**Run 1: routing congestion**

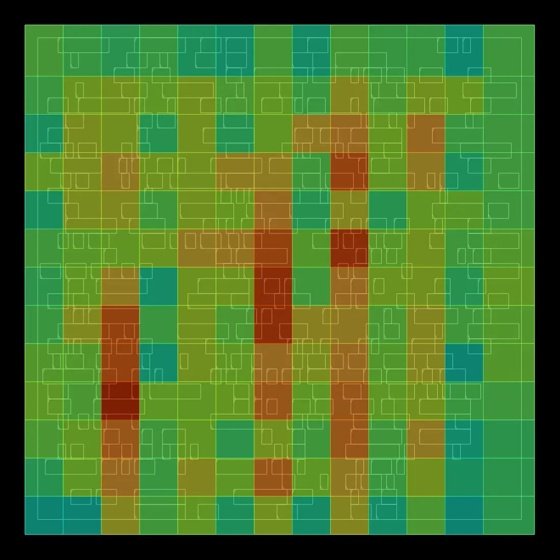
**Run 1: sequential cells coloured by netlist name**

Other sequential cells in the stronger grey, the rest of the logic in the fainter grey.
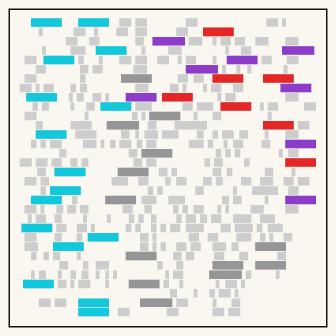
**Run 1: layout detail**

Window x 57 to 82, y 11 to 36 um. Cells in grey, sequential cells in the stronger grey; small squares are vias.
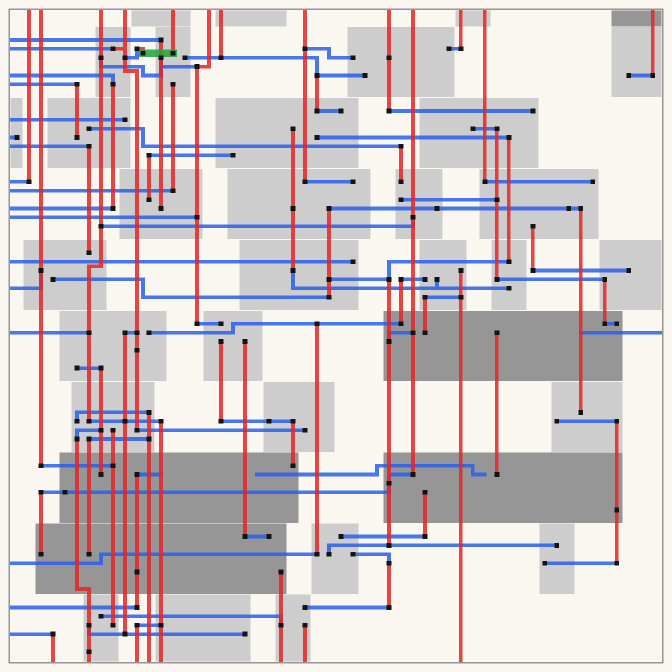
**Run 1: signal wires by layer**

Two of the layers only.
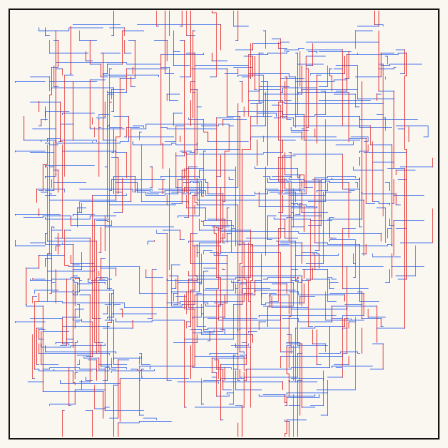
`config.mk`:
```
export PLATFORM = sky130hd
export DESIGN_NAME = sequence_detector_param
export DESIGN_NICKNAME = d
export VERILOG_FILES = /design/src/rtl/seqdet_pkg.sv /design/src/rtl/seqdet_sat_counter.sv /design/src/rtl/sequence_detector_param.sv
export SDC_FILE = /design/constraint.sdc
export NUM_CORES = 1
export LEC_CHECK = 0
export CAP_MARGIN = 20
export CELL_PAD_IN_SITES_DETAIL_PLACEMENT = 1
export CELL_PAD_IN_SITES_GLOBAL_PLACEMENT = 2
export CORE_MARGIN = 2
export CORE_UTILIZATION = 34
export DETAILED_ROUTE_END_ITERATION = 8
export GPL_ROUTABILITY_DRIVEN = 0
export PLACE_DENSITY_LB_ADDON = 0.08
export RECOVER_POWER = 25
export SETUP_SLACK_MARGIN = 0.02
export SLEW_MARGIN = 10
export SYNTH_ARGS = -nofsm -noshare
export SYNTH_HDL_FRONTEND = slang
export SYNTH_SLANG_ARGS = --single-unit
```
`constraint.sdc`:
```
create_clock -name clk -period 3.6 [get_ports clk]
set_input_delay 0.72 -clock clk [delete_from_list [all_inputs] [get_ports clk]]
set_output_delay 0.72 -clock clk [all_outputs]
set_load 0.005 [all_outputs]
```
`src/rtl/seqdet_pkg.sv`:
```
// seqdet_pkg: shared types and helpers for the parametrised sequence detector.
//   seq_state_t : detector state (UNCFG, FILL, ARMED)
//   len_w()     : width of a length field able to hold 0..max_len
//   window_eq() : compares a received window against a pattern over the low
//                 'len' bits only; bits at positions >= len are ignored.
package seqdet_pkg;

    typedef enum logic [1:0] {
        UNCFG = 2'd0,
        FILL  = 2'd1,
        ARMED = 2'd2
    } seq_state_t;

    function automatic int len_w(input int max_len);
        return $clog2(max_len + 1);
    endfunction

    // Operands are zero-extended to 32 bits, the largest legal MAX_LEN.
    function automatic logic window_eq(input logic [31:0] win,
                                       input logic [31:0] pat,
                                       input logic [5:0]  len);
        logic [31:0] mask;
        mask = (len >= 6'd32) ? '1 : ((32'd1 << len) - 32'd1);
        return ((win ^ pat) & mask) == 32'd0;
    endfunction

endpackage

```
`src/rtl/seqdet_sat_counter.sv`:
```
// seqdet_sat_counter: saturating up-counter.
//   clk, reset : clock and asynchronous active-low reset
//   inc        : count one event (ignored once at all-ones)
//   clr        : synchronous clear, wins over inc
//   count      : current value, holds at 2^CNT_W-1
module seqdet_sat_counter #(
    parameter int CNT_W = 16
) (
    input  logic             clk,
    input  logic             reset,
    input  logic             inc,
    input  logic             clr,
    output logic [CNT_W-1:0] count
);

    always_ff @(posedge clk or negedge reset) begin
        if (!reset) begin
            count <= '0;
        end else if (clr) begin
            count <= '0;
        end else if (inc && (count != {CNT_W{1'b1}})) begin
            count <= count + CNT_W'(1);
        end
    end

endmodule

```
`src/rtl/sequence_detector_param.sv`:
```
// sequence_detector_param: serial bit-stream pattern detector with a runtime
// programmable pattern (1..MAX_LEN bits), overlap / non-overlap detection,
// Mealy or Moore output timing and a saturating match counter.
//   clk, reset   : clock, asynchronous active-low reset
//   x, x_valid   : serial data bit and its qualifier
//   cfg_load     : one-cycle strobe capturing cfg_pattern/len/overlap/moore
//   cfg_pattern  : pattern, bit len-1 is received first, bit 0 last
//   cfg_len      : pattern length (0 = unconfigured, >MAX_LEN clamps)
//   cfg_overlap  : 1 = overlapping detection
//   cfg_moore    : 1 = registered output one cycle after the match edge
//   detector_out : one pulse per match
//   match_count  : saturating number of matches since reset / cfg_load
//   armed        : next valid bit can complete a match
module sequence_detector_param
    import seqdet_pkg::*;
#(
    parameter  int                 MAX_LEN         = 8,
    parameter  int                 CNT_W           = 16,
    parameter  logic [MAX_LEN-1:0] DEFAULT_PATTERN = MAX_LEN'(8'b0000_1011),
    parameter  int                 DEFAULT_LEN     = 4,
    localparam int                 LEN_W           = len_w(MAX_LEN)
) (
    input  logic               clk,
    input  logic               reset,
    input  logic               x,
    input  logic               x_valid,
    input  logic               cfg_load,
    input  logic [MAX_LEN-1:0] cfg_pattern,
    input  logic [LEN_W-1:0]   cfg_len,
    input  logic               cfg_overlap,
    input  logic               cfg_moore,
    output logic               detector_out,
    output logic [CNT_W-1:0]   match_count,
    output logic               armed
);

    seq_state_t         state;
    logic [MAX_LEN-1:0] pattern;
    logic [LEN_W-1:0]   len;
    logic               overlap;
    logic               moore;
    logic [MAX_LEN-2:0] history;    // LSB = newest bit
    logic [LEN_W-1:0]   fill_cnt;
    logic               moore_q;

    logic [MAX_LEN-1:0] window;
    logic [LEN_W-1:0]   len_clamped;
    logic               match;

    assign window      = {history, x};
    assign len_clamped = (cfg_len > LEN_W'(MAX_LEN)) ? LEN_W'(MAX_LEN) : cfg_len;

    // A load in the same cycle discards the incoming bit.
    assign match = x_valid && !cfg_load && (state == ARMED) &&
                   window_eq(32'(window), 32'(pattern), 6'(len));

    assign detector_out = cfg_load ? 1'b0 : (moore ? moore_q : match);
    assign armed        = (state == ARMED);

    always_ff @(posedge clk or negedge reset) begin
        if (!reset) begin
            pattern  <= DEFAULT_PATTERN;
            len      <= LEN_W'(DEFAULT_LEN);
            overlap  <= 1'b1;
            moore    <= 1'b0;
            history  <= '0;
            fill_cnt <= '0;
            moore_q  <= 1'b0;
            // A one-bit pattern needs no history, so it starts armed.
            state    <= (DEFAULT_LEN == 1) ? ARMED : FILL;
        end else if (cfg_load) begin
            pattern  <= cfg_pattern;
            len      <= len_clamped;
            overlap  <= cfg_overlap;
            moore    <= cfg_moore;
            history  <= '0;
            fill_cnt <= '0;
            moore_q  <= 1'b0;
            if (cfg_len == '0) begin
                state <= UNCFG;
            end else if (len_clamped == LEN_W'(1)) begin
                state <= ARMED;
            end else begin
                state <= FILL;
            end
        end else begin
            moore_q <= match;
            if (x_valid) begin
                case (state)
                    FILL: begin
                        history  <= window[MAX_LEN-2:0];
                        fill_cnt <= fill_cnt + LEN_W'(1);
                        if ((fill_cnt + LEN_W'(1)) == (len - LEN_W'(1))) begin
                            state <= ARMED;
                        end
                    end
                    ARMED: begin
                        if (match && !overlap) begin
                            // Non-overlapping: the matched window is consumed.
                            history  <= '0;
                            fill_cnt <= '0;
                            if (len != LEN_W'(1)) begin
                                state <= FILL;
                            end
                        end else begin
                            history <= window[MAX_LEN-2:0];
                            if (fill_cnt != LEN_W'(MAX_LEN - 1)) begin
                                fill_cnt <= fill_cnt + LEN_W'(1);
                            end
                        end
                    end
                    default: begin
                    end
                endcase
            end
        end
    end

    seqdet_sat_counter #(
        .CNT_W (CNT_W)
    ) u_match_cnt (
        .clk   (clk),
        .reset (reset),
        .inc   (match),
        .clr   (cfg_load),
        .count (match_count)
    );

endmodule

```
==> Changelog: implementation, run 1 <==
### Metrics

* Status: finished, final reports clean
* Flops after synth at around 44
* Count leader, synth: dfrtp_1
* Logic power comb at between 0.0002 and 0.00025 W
* Row cnt at 32
* DP Area at about 3100 sq um
* Clock Power Share at roughly 29%
* Aoi share at ~15%
* Tcrit/Tclk final at a little over nine tenths
* Met1 GRT Util at a little under a quarter
* Clk slew on worst S/H paths at approximately 90 ps
* Post-route ant nets at 0
* Req. time, crit path at between 2000 and 3000 ps
* Layout net count at between 300 and 400
* Switching Fraction at 29.4%
* Yosys stat area at 2640 sq um
* CTS sink cnt at about 44
* CTS hold repair buffers at 0
* Static leakage at ~1.3 nW
* Biggest Area Class: combinational gates
* Hold Crit Start: overlap$_DFFE_PN1P_
* FMAX at about 290 MHz
* Top non-seq family: simple AND/OR/NAND/NOR gates
* H-tree levels at 2
* Area share, top type at between 30% and 40%
* Die X at just over 90 um
* Number of global-route vias before repair at 2297
* FFs & Latches at ~44
* Final min period at roughly 3400 ps
* Non-CTS buffers at 52
* Hold Crit Class: flip-flop to flip-flop
* Logic inverters at 8
* Non-clock buffer share at 14.4%
* Comb gate area at 1440 sq um
* Top cells excl fill/tap: dfrtp_1 (38), clkdlybuf4s50_1 (34), nor2_1 (28)
* WHS Endpoint: overlap$_DFFE_PN1P_
* Skew final at about 7.5 ps
* Sequential Power Share at slightly below 50%
* Flop share of the area at about 34%
* Commonest flop: dfrtp_1
* Worst path depth at 12
* Flop area at 1110 sq um
* Top sig layer: met4
* Worst Tran Pin Value at 1380 ps
* Yosys adder share at 3.80%
* CP bufs+invs at 3
* Deepest clock path buffer count at 2
* CP arrival at about 2700 ps
* Fin cells at between 400 and 500
* Largest net degree at the start of global routing at approximately 45
* Share of layout cells above drive strength 1 at 19.9%
* Power Density at around 330 nW/um^2
* Clock-cell share at approximately 2.6%
* Sequential power at between 0.0005 and 0.0006 W
* First-pass GRT wire length at between 10 and 15 mm
* Mux share at just under 6%
* Clock Latency Late Sink at about 300 ps
* Peak supply drop at roughly 0.00018 V
* Pins over their slew limit at 0
* Final setup margin at approximately 170 ps
* Final hold vios at 0
* Setup crit end kind: primary output
* Commonest Layout Cell: dfrtp_1
* Largest cells by area: dfrtp_1 (36%), dfstp_2 (6.0%), mux2_2 (5.1%)
* ANT cells at 0
* Met2 wire length at roughly 3.5 mm
* Largest delay contributor family on the critical path: simple AND/OR/NAND/NOR gates
* Cell area after layout at 3260 sq um
* Worst setup startpoint: len[0]$_DFFE_PN0P_
* Initial antenna violation count at 0
* Max-slew headroom at roughly 8%
* Chip Area at approximately 8500 sq um
* OpenROAD warning count at 30
* Unique cell types at roughly 48
* Drt pass-1 iters at 4
* Regs by FF count: u_match_cnt.count x16, pattern x8, history x7
* Floorplan Nets at ~300
About 'routing congestion':
met3 Use GR: 2.63%
total track usage: 17.2%
final core occ: 42.8%
WL/cell: 16.6 um

About 'sequential cells coloured by netlist name':
[pattern] purple | sequential cells: 8 | where: top right
[u_match_cnt.count] cyan | sequential cells: 16
[history] red | sequential cells: 7

About 'layout detail':
[M3] green
[M1] blue
[M2] red
cells with their middle in the window: 29
netlist names of flops here include: len (4)
sequential cells in the window: 4

About 'signal wires by layer':
[M2] red | wire length: 3470 um
[M1] blue | wire length: 3240 um

--- run 2 (diff from run 1) ---
--- a/config.mk
+++ b/config.mk
@@ -15,7 +15,7 @@
 export PLACE_DENSITY_LB_ADDON = 0.08
 export RECOVER_POWER = 25
 export SETUP_SLACK_MARGIN = 0.02
-export SLEW_MARGIN = 10
+export SLEW_MARGIN = 40
 export SYNTH_ARGS = -nofsm -noshare
 export SYNTH_HDL_FRONTEND = slang
 export SYNTH_SLANG_ARGS = --single-unit
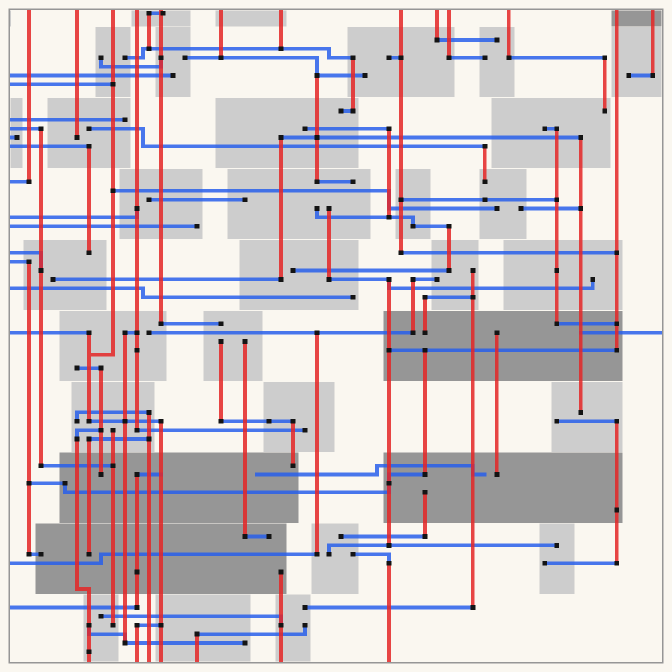
**Above:** run 2 (layout detail).
Window x 57 to 82, y 11 to 36 um. Cells in grey, sequential cells in the stronger grey; small squares are vias.
[M2] red
[M1] blue
netlist names of flops here include: len (4)
cells with their middle in the window: 29
most frequent: nand2_1 (3), ha_1 (3), dfrtp_1 (3)
sequential cells in the window: 4

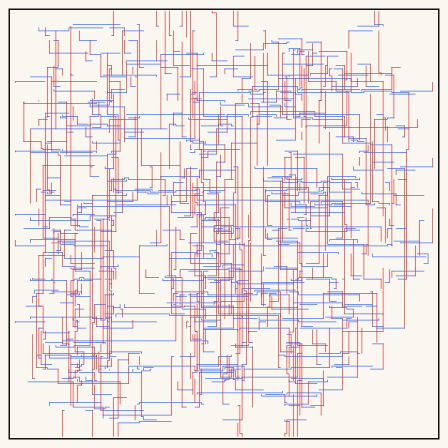
**Above:** run 2 (signal wires by layer).
Two of the layers only.
[M2] red | wire length: 3500 um
[M1] blue | wire length: 3280 um

==> Changelog: implementation, run 2 <==
### Metrics

* OpenROAD warning count at 30 (unchanged)
* Syn Area/Cell at 9.80 sq um
* CP arrival at 2650 ps (-60 ps)
* Worst path depth at 10 (-2)
* Biggest Area Class: combinational gates
* Met3 Use GR at 3.12% (+0.49 points)
* Static leakage at 1.33 nW (about the same)
* Yosys stat area at 2640 sq um (unchanged)
* ANT cells at 0 (unchanged)
* Port Buffers at 36
* Clock Latency Late Sink at 300 ps (about the same)
* Failing checks: capacitance limit, slew limit
* Drt pass-1 iters at 4 (unchanged)
* Clock Power Share at 29.1% (about the same)
* FMAX at 296 MHz (+1.7%)
* Mux share at 5.89% (unchanged)
* Largest net degree at the start of global routing at 45 (unchanged)
* Clk slew on worst S/H paths at 90 ps (about the same)
* Initial antenna violation count at 0 (unchanged)
* Tcrit/Tclk final at 93.7% (-1.6 points)
* Met2 wire length at 3.50 mm (+0.98%)
* Sequential share of the synthesized area at 42.1%
* Worst setup startpoint: len[0]$_DFFE_PN0P_
* Vias/cell at 5.20
* Row cnt at 32 (unchanged)
* Flop area at 1110 sq um (unchanged)
* Skew final at 7.73 ps (+0.253 ps)
* Deepest clock path buffer count at 2 (unchanged)
* CTS sink cnt at 44 (unchanged)
* Flops after synth at 44 (unchanged)
* Commonest Layout Cell: dfrtp_1
* Area share, top type at 36.1% (unchanged)
* FFs & Latches at 44 (unchanged)
* Logic inverters at 8 (unchanged)
* Aoi share at 14.7% (unchanged)
* Mapped Area at 2640 sq um
* Count leader, synth: dfrtp_1
* Req. time, crit path at 2880 ps (about the same)
* Final core occ at 42.7% (-0.066 points)
* Hold Crit Class: flip-flop to flip-flop
* Total track usage at 17.7% (+0.48 points)
* Yosys adder share at 3.80% (unchanged)
* Maxcap violations at 1
* Unique cell types at 48 (unchanged)
* Final hold vios at 0 (unchanged)
* Logic power comb at 0.000231 W (about the same)
* Pwr top: sequential cells
* Sequential power at 0.000535 W (about the same)
* Cell area after layout at 3250 sq um (-0.15%)
* Worst R2R End: history[1]$_DFFE_PN0P_
* Sequential Power Share at 49.5% (about the same)
* DP Area at 3140 sq um (+0.20%)
* Top non-seq family: simple AND/OR/NAND/NOR gates
* Flop share of the area at 34.1% (+0.052 points)
* Reg-to-reg slack, setup at between 500 and 600 ps
* Switching Fraction at 29.3% (-0.038 points)
* Power Density at 332 nW/um^2 (about the same)
* Final min period at 3370 ps (-58.5 ps)
* Largest cells by area: dfrtp_1 (36%), dfstp_2 (6.0%), mux2_2 (5.1%)
* WHS Endpoint: overlap$_DFFE_PN1P_
* Status: finished with violations
* Fin cells at 417 (-0.24%)
* Top sig layer: met4
* CTS resizes at 3
* Met1 GRT Util at 22.8% (+0.25 points)
* CP bufs+invs at 2 (-1)
* WS Path Type: flip-flop to primary output
* Pins over their slew limit at 45 (+45)
* Worst R2R Start: len[0]$_DFFE_PN0P_
* Layout net count at 341 (-0.29%)
* Max-slew headroom at -66.7% (-75 points)
* Share of layout cells above drive strength 1 at 20.6% (+0.70 points)
* Floorplan Nets at 296 (unchanged)
* CTS hold repair buffers at 0 (unchanged)
* Hold Crit Start: overlap$_DFFE_PN1P_
* Setup crit end kind: primary output
* Die X at 92.1 um (unchanged)
* H-tree levels at 2 (unchanged)
* Chip Area at 8470 sq um (unchanged)
* Largest delay contributor family on the critical path: simple AND/OR/NAND/NOR gates
* Clock-cell share at 2.62% (+0.0040 points)
* Synth Area in XOR/XNOR at under 10%
* First-pass GRT wire length at 11.9 mm (+1.7%)
* Comb gate area at 1440 sq um (+0.26%)
* Top cells excl fill/tap: dfrtp_1 (38), clkdlybuf4s50_1 (34), nor2_1 (28)
* Commonest flop: dfrtp_1
* Peak supply drop at 0.000110 V (-38%)
* Core Util at FP at about a third
* Post-route ant nets at 0 (unchanged)
* Non-clock buffer share at 14.2% (-0.25 points)
* Non-CTS buffers at 51 (-1.9%)
* Final setup margin at 227 ps (+58.5 ps)
* Worst Tran Pin Value at 2500 ps (+1120 ps)
* Regs by FF count: u_match_cnt.count x16, pattern x8, history x7
**Run 2: floorplan with the power grid**

Bar = 20 um. Pins as bars on the die edge. Tap cells in grey.
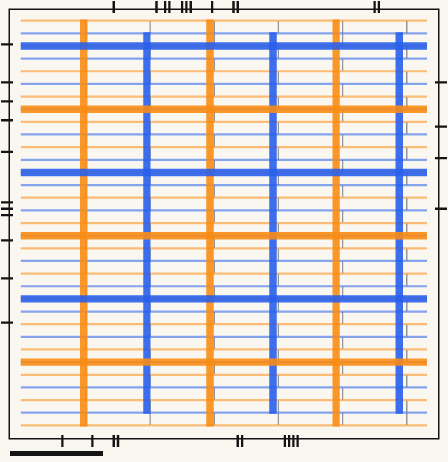

--- run 3 (diff from run 2) ---
--- a/config.mk
+++ b/config.mk
@@ -13,9 +13,10 @@
 export DETAILED_ROUTE_END_ITERATION = 8
 export GPL_ROUTABILITY_DRIVEN = 0
 export PLACE_DENSITY_LB_ADDON = 0.08
-export RECOVER_POWER = 25
+export RECOVER_POWER = 100
 export SETUP_SLACK_MARGIN = 0.02
 export SLEW_MARGIN = 40
 export SYNTH_ARGS = -nofsm -noshare
 export SYNTH_HDL_FRONTEND = slang
+export SYNTH_HIERARCHICAL = 1
 export SYNTH_SLANG_ARGS = --single-unit
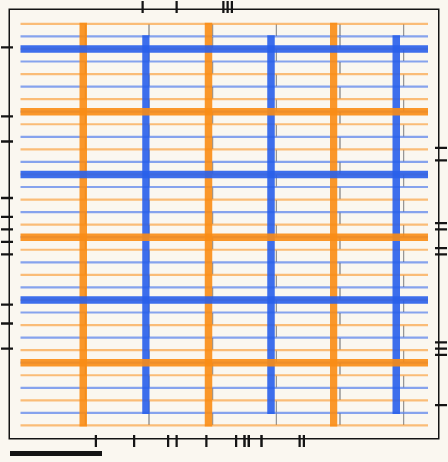
**Above:** run 3 (floorplan with the power grid).
Bar = 20 um. Pins as bars on the die edge. Tap cells in grey.
[VDD] blue
[VSS] orange
met5 straps: 6
signal pins: 37
rows: 32
met1 rails: 33

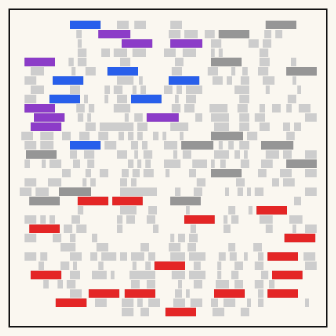
**Above:** run 3 (sequential cells coloured by netlist name).
Other sequential cells in the stronger grey, the rest of the logic in the fainter grey.
[pattern] purple | sequential cells: 8
[history] blue | sequential cells: 7 | where: top left
[u_match_cnt/count] red | sequential cells: 16
not coloured: 13

==> Changelog: implementation, run 3 <==
### Metrics

* Vias/cell at 5.33 (+2.5%)
* Count leader, synth: dfrtp_1
* Die X at 92.8 um (+0.77%)
* Layout net count at 349 (+2.3%)
* Req. time, crit path at 3830 ps (+950 ps)
* Non-CTS buffers at 56 (+9.8%)
* FMAX at 293 MHz (-1.1%)
* Yosys stat area at 2680 sq um (+1.6%)
* Unique cell types at 56 (+17%)
* Flop area at 1110 sq um (+0.11%)
* Biggest Area Class: combinational gates
* Mapped Area at 2680 sq um (+1.6%)
* Setup crit end kind: flip-flop
* Worst path depth at 14 (+4)
* Met1 GRT Util at 25.5% (+2.7 points)
* Commonest Layout Cell: dfrtp_1
* Reg-to-reg slack, setup at 190 ps (-350 ps)
* Synth Area in XOR/XNOR at 6.21% (-2.1 points)
* Top sig layer: met4
* Non-clock buffer share at 14.3% (+0.061 points)
* Top cells excl fill/tap: dfrtp_1 (37), nand2_1 (21), a21oi_1 (21)
* And+or+nand+nor area frac at a little under a quarter
* Pins over their slew limit at 45 (unchanged)
* CP bufs+invs at 6 (+4)
* Logic power comb at 0.000219 W (-5%)
* Static leakage at 1.36 nW (+2.5%)
* Clock Power Share at 36.4% (+7.3 points)
* Port Buffers at 36 (unchanged)
* Failing checks: capacitance limit, slew limit
* Clock Latency Late Sink at 310 ps (about the same)
* Sequential Power Share at 45.2% (-4.3 points)
* WS Path Type: flip-flop to flip-flop
* R2R cell count at 14
* Share of layout cells above drive strength 1 at 20.4% (-0.20 points)
* FFs & Latches at 44 (unchanged)
* Final setup margin at 190 ps (-37.1 ps)
* Aoi share at 14.9% (+0.23 points)
* Regs by FF count: u_match_cnt/count x16, pattern x8, history x7
* Skew final at 18.4 ps (+10.6 ps)
* Deepest clock path buffer count at 2 (unchanged)
* OpenROAD warning count at 30 (unchanged)
* Maxcap violations at 1 (unchanged)
* Floorplan Nets at 300 (+1.4%)
* Clk slew on worst S/H paths at 100 ps (about the same)
* Switching Fraction at 27.1% (-2.2 points)
* Mux share at 6.68% (+0.79 points)
* Commonest flop: dfrtp_1
* Met3 Use GR at 2.93% (-0.19 points)
* Area share, top type at 35.5% (-0.57 points)
* DPL Wire Length at roughly 4.8 mm
* Max-slew headroom at -68.4% (-1.6 points)
* Largest net degree at the start of global routing at 58 (+29%)
* Final min period at 3410 ps (+37.1 ps)
* Sequential power at 0.000540 W (+0.9%)
* Top non-seq family: simple AND/OR/NAND/NOR gates
* ANT cells at 0 (unchanged)
* Total track usage at 17.5% (-0.22 points)
* Sequential share of the synthesized area at 41.4% (-0.67 points)
* CTS hold repair buffers at 0 (unchanged)
* Drt pass-1 iters at 4 (unchanged)
* Worst R2R Start: len[0]$_DFFE_PN0P_
* Chip Area at 8610 sq um (+1.5%)
* Tcrit/Tclk final at 94.7% (+1.0 points)
* Logic pwr share at between 10% and 20%
* Peak supply drop at 0.000176 V (+60%)
* Final core occ at 43.9% (+1.2 points)
* Post-route ant nets at 0 (unchanged)
* Logic inverters at 8 (unchanged)
* H-tree levels at 2 (unchanged)
* Status: finished with violations
* Fin cells at 425 (+1.9%)
* CTS sink cnt at 44 (unchanged)
* WHS Endpoint: state[1]$_DFFE_PN0P_
* CTS resizes at 8 (+5)
* Worst setup startpoint: len[0]$_DFFE_PN0P_
* CP arrival at 3640 ps (+990 ps)
* Hold Crit Class: flip-flop to flip-flop
* Final hold vios at 0 (unchanged)
* First-pass GRT wire length at 11.9 mm (-0.40%)
* Flops after synth at 44 (unchanged)
* Cell area after layout at 3380 sq um (+3.9%)
* DP Area at 3190 sq um (+1.6%)
* Flop share of the area at 32.9% (-1.2 points)
* I/O pins at 37
* Yosys adder share at 3.74% (-0.060 points)
* Initial antenna violation count at 0 (unchanged)
* Power Density at 354 nW/um^2 (+6.5%)
Power is estimated from default activity; no workload was simulated.
